`config.mk`:
```
export PLATFORM = sky130hd
export DESIGN_NAME = regfile_sb
export DESIGN_NICKNAME = d
export VERILOG_FILES = /design/src/rtl/regfile_sb.sv
export SDC_FILE = /design/constraint.sdc
export NUM_CORES = 2
export LEC_CHECK = 0
export CORE_MARGIN = 3
export CORE_UTILIZATION = 28
export DETAILED_ROUTE_END_ITERATION = 16
export GPL_ROUTABILITY_DRIVEN = 0
export SLEW_MARGIN = 20
export SYNTH_ARGS = -nofsm -noshare
export SYNTH_HDL_FRONTEND = slang
export SYNTH_SLANG_ARGS = --single-unit
```
`constraint.sdc`:
```
create_clock -name clk -period 5.46 [get_ports clk]
set_input_delay 1.092 -clock clk [delete_from_list [all_inputs] [get_ports clk]]
set_output_delay 1.092 -clock clk [all_outputs]
set_load 0.01 [all_outputs]
```
`src/rtl/regfile_sb.sv`:
```
// Integer register file with two write ports, write-to-read bypass
// and a per-register pending scoreboard for decode stall control.
module regfile_sb #(
   parameter int XLEN  = 32,
   parameter int NREGS = 32,
   localparam int AW   = $clog2(NREGS)
) (
   input  logic            clk,
   input  logic            rst_n,
   input  logic [AW-1:0]   ra1,
   input  logic [AW-1:0]   ra2,
   output logic [XLEN-1:0] rd1,
   output logic [XLEN-1:0] rd2,
   output logic            rd_pend1,
   output logic            rd_pend2,
   input  logic            we_a,
   input  logic [AW-1:0]   wa_a,
   input  logic [XLEN-1:0] wd_a,
   input  logic            we_b,
   input  logic [AW-1:0]   wa_b,
   input  logic [XLEN-1:0] wd_b,
   input  logic            iss_valid,
   input  logic [AW-1:0]   iss_rd,
   input  logic            flush,
   output logic [AW:0]     pend_cnt
);

   logic [XLEN-1:0] regs_q [NREGS];
   logic [XLEN-1:0] regs_d [NREGS];
   logic [NREGS-1:0] pend_q, pend_d;
   logic [AW:0]      cnt_q, cnt_d;

   logic hit_a1, hit_b1, hit_a2, hit_b2;

   always_comb begin
      regs_d = regs_q;
      // port B applied first so port A overrides on a shared address
      if (we_b && wa_b != '0) regs_d[wa_b] = wd_b;
      if (we_a && wa_a != '0) regs_d[wa_a] = wd_a;
   end

   always_comb begin
      pend_d = pend_q;
      pend_d[0] = 1'b0;
      for (int r = 1; r < NREGS; r++) begin
         if (flush)
            pend_d[r] = 1'b0;
         else if (iss_valid && iss_rd == AW'(r))
            pend_d[r] = 1'b1;
         else if ((we_a && wa_a == AW'(r)) ||
                  (we_b && wa_b == AW'(r)))
            pend_d[r] = 1'b0;
      end
   end

   always_comb begin
      cnt_d = '0;
      for (int r = 0; r < NREGS; r++)
         cnt_d = cnt_d + {{AW{1'b0}}, pend_d[r]};
   end

   always_ff @(posedge clk or negedge rst_n) begin
      if (!rst_n) begin
         for (int i = 0; i < NREGS; i++)
            regs_q[i] <= '0;
         pend_q <= '0;
         cnt_q  <= '0;
      end else begin
         regs_q <= regs_d;
         pend_q <= pend_d;
         cnt_q  <= cnt_d;
      end
   end

   always_comb begin
      hit_a1 = we_a && wa_a == ra1;
      hit_b1 = we_b && wa_b == ra1;
      hit_a2 = we_a && wa_a == ra2;
      hit_b2 = we_b && wa_b == ra2;
   end

   always_comb begin
      if (ra1 == '0)  rd1 = '0;
      else if (hit_a1) rd1 = wd_a;
      else if (hit_b1) rd1 = wd_b;
      else             rd1 = regs_q[ra1];
      if (ra2 == '0)  rd2 = '0;
      else if (hit_a2) rd2 = wd_a;
      else if (hit_b2) rd2 = wd_b;
      else             rd2 = regs_q[ra2];
   end

   // bypassed data is already valid, so a write hit masks pending
   assign rd_pend1 = (ra1 != '0) && pend_q[ra1] &&
                     !(hit_a1 || hit_b1);
   assign rd_pend2 = (ra2 != '0) && pend_q[ra2] &&
                     !(hit_a2 || hit_b2);

   assign pend_cnt = cnt_q;

endmodule

```
==> flow_summary_export.csv <==
group,metric,value,unit
status,outcome,"complete, but fails checks",
status,violations,"negative setup slack",
detailed_routing,wl_met2,141,mm
logic_synthesis,ys.flop_type,"dfrtp_1",
final_layout,clk_share,4.80,%
flow_run,drv_cap,0,
final_layout,nonClockBufferCount,711,
flow_run,tool_warnings,45,
logic_synthesis,async_reset_ff_share,100,%
setup_path,cp_slowest_cell,"fa_1",
setup_path,end_kind,"flop",
final_layout,clkbuf_count,157,
logic_synthesis,avgSynthCellArea,10.4,sq um
logic_synthesis,yosys_area,67400,sq um
floorplanning,nWellTaps,3167,
final_layout,diodes,22,
detailed_routing,top_layer,"met5",
final_layout,seq-cell-share,33.5,%
pwr,vdd_drop_max,0.250,mV
setup_path,r2r_cells,16,
final_layout,area_delta_synth_final,17.6,%
final_layout,final_util,33.2,%
floorplanning,fp.dieH,497,um
cts,numCtsBuffers,113,
detailed_routing,via_per_inst,6.20,
grt,grt_use_total,26.1,%
timing,finalSetupViolCount,8,
logic_synthesis,yosys-dominant-comb-family,"multiplexers",
grt,grt_pass1_wl,460,mm
detailed_routing,final_antenna_net_count,0,
final_layout,comb_area,37900,sq um
logic_synthesis,ys.flops,1061,
timing,fin_ws,-0.424,ns
timing,min_period,5.88,ns
setup_path,r2r_end,"pend_cnt[4]$_DFF_PN0_",
logic_synthesis,most_common_cell,"dfrtp_1",
logic_synthesis,synth.top_cell.area_share,39.4,%
final_layout,layout-drive-gt1-share,21.6,%
cts,htree_levels,3,
pwr,comb-power,0.00742,W
final_layout,fin_nets,6598,
detailed_routing,avgRoutedWirePerCell,34.0,um
final_layout,largest_class,"combinational gates",
logic_synthesis,synth_top_cell_by_area,"dfrtp_1",
logic_synthesis,synthCells,6505,
setup_path,arrival,6.58,ns
final_layout,lay_top_cells,"dfrtp_1, mux2i_1, nor2_1, nand2_1, a21oi_1",
timing,max_freq,170,MHz
==> worst max-delay path by stage <==
stage | end | cells past startpoint | slack (ns) | from
after floorplan | pend_cnt[4]$_DFF_PN0_ | 21 | -1.13 | wa_b[2]
after global placement | pend_cnt[4]$_DFF_PN0_ | 19 | -1.61 | wa_b[2]
after detailed placement | pend_cnt[4]$_DFF_PN0_ | 19 | -1.61 | wa_b[2]
after CTS | pend_cnt[4]$_DFF_PN0_ | 20 | -0.57 | wa_b[3]
after global routing | pend_cnt[4]$_DFF_PN0_ | 20 | -0.61 | wa_b[2]
final | pend_cnt[4]$_DFF_PN0_ | 21 | -0.42 | wa_b[1]
==> registers in the layout (all words and copies together), names as in the netlist <==
name,cells
pend_q,31
pend_cnt,6
regs_q,1024
Figure 1. Met1 routing.
Scale: 1 px per um. Cells faint in the background.
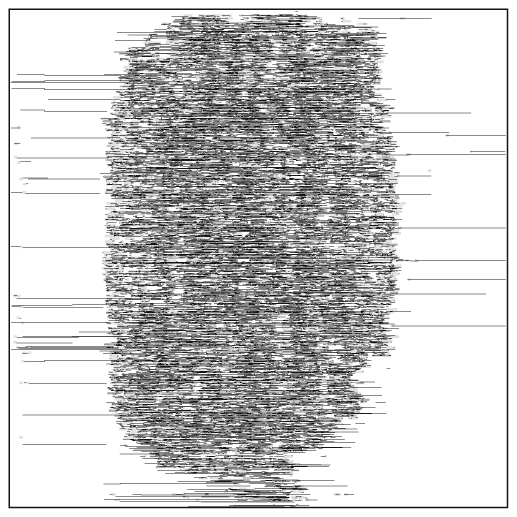
nets with wire on the layer: 6291
wire length on this layer: 116 mm
main direction: horizontal
longest straight run: 172 um
share of all routed wire: 35%
vias post-DR: 60500
Post-Route WL: 331 mm
met1 Use GR: 31.0%

Figure 2. M4 wires.
Scale: 1 px per um. Cells faint in the background.
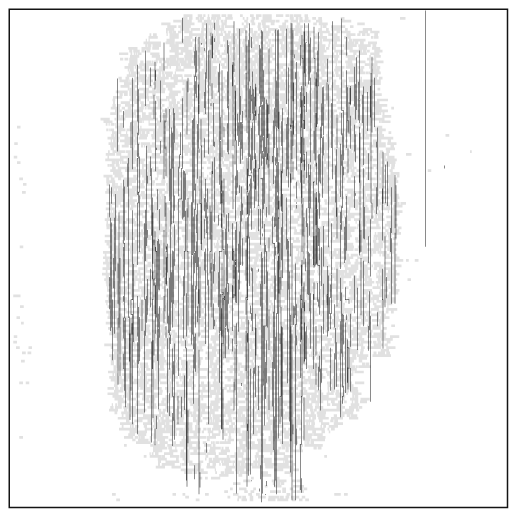
wire length on this layer: 32.3 mm
nets with wire on the layer: 277
share of all routed wire: 9.8%

Figure 3. The metal 3 layer.
Scale: 1 px per um. Cells faint in the background.
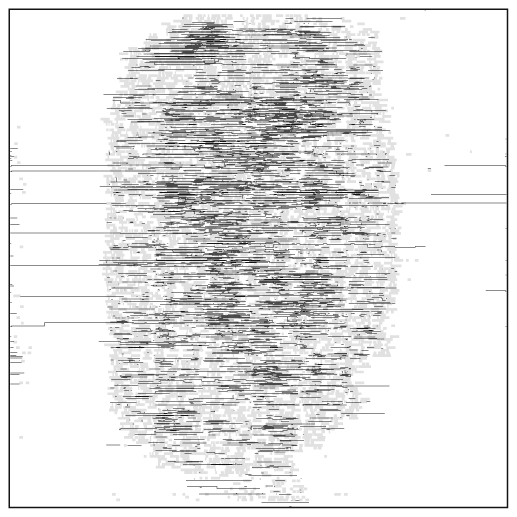
share of all routed wire: 13%
longest straight run: 147 um
met3 usage: 9.04%

Power and IR drop assume default switching activity.
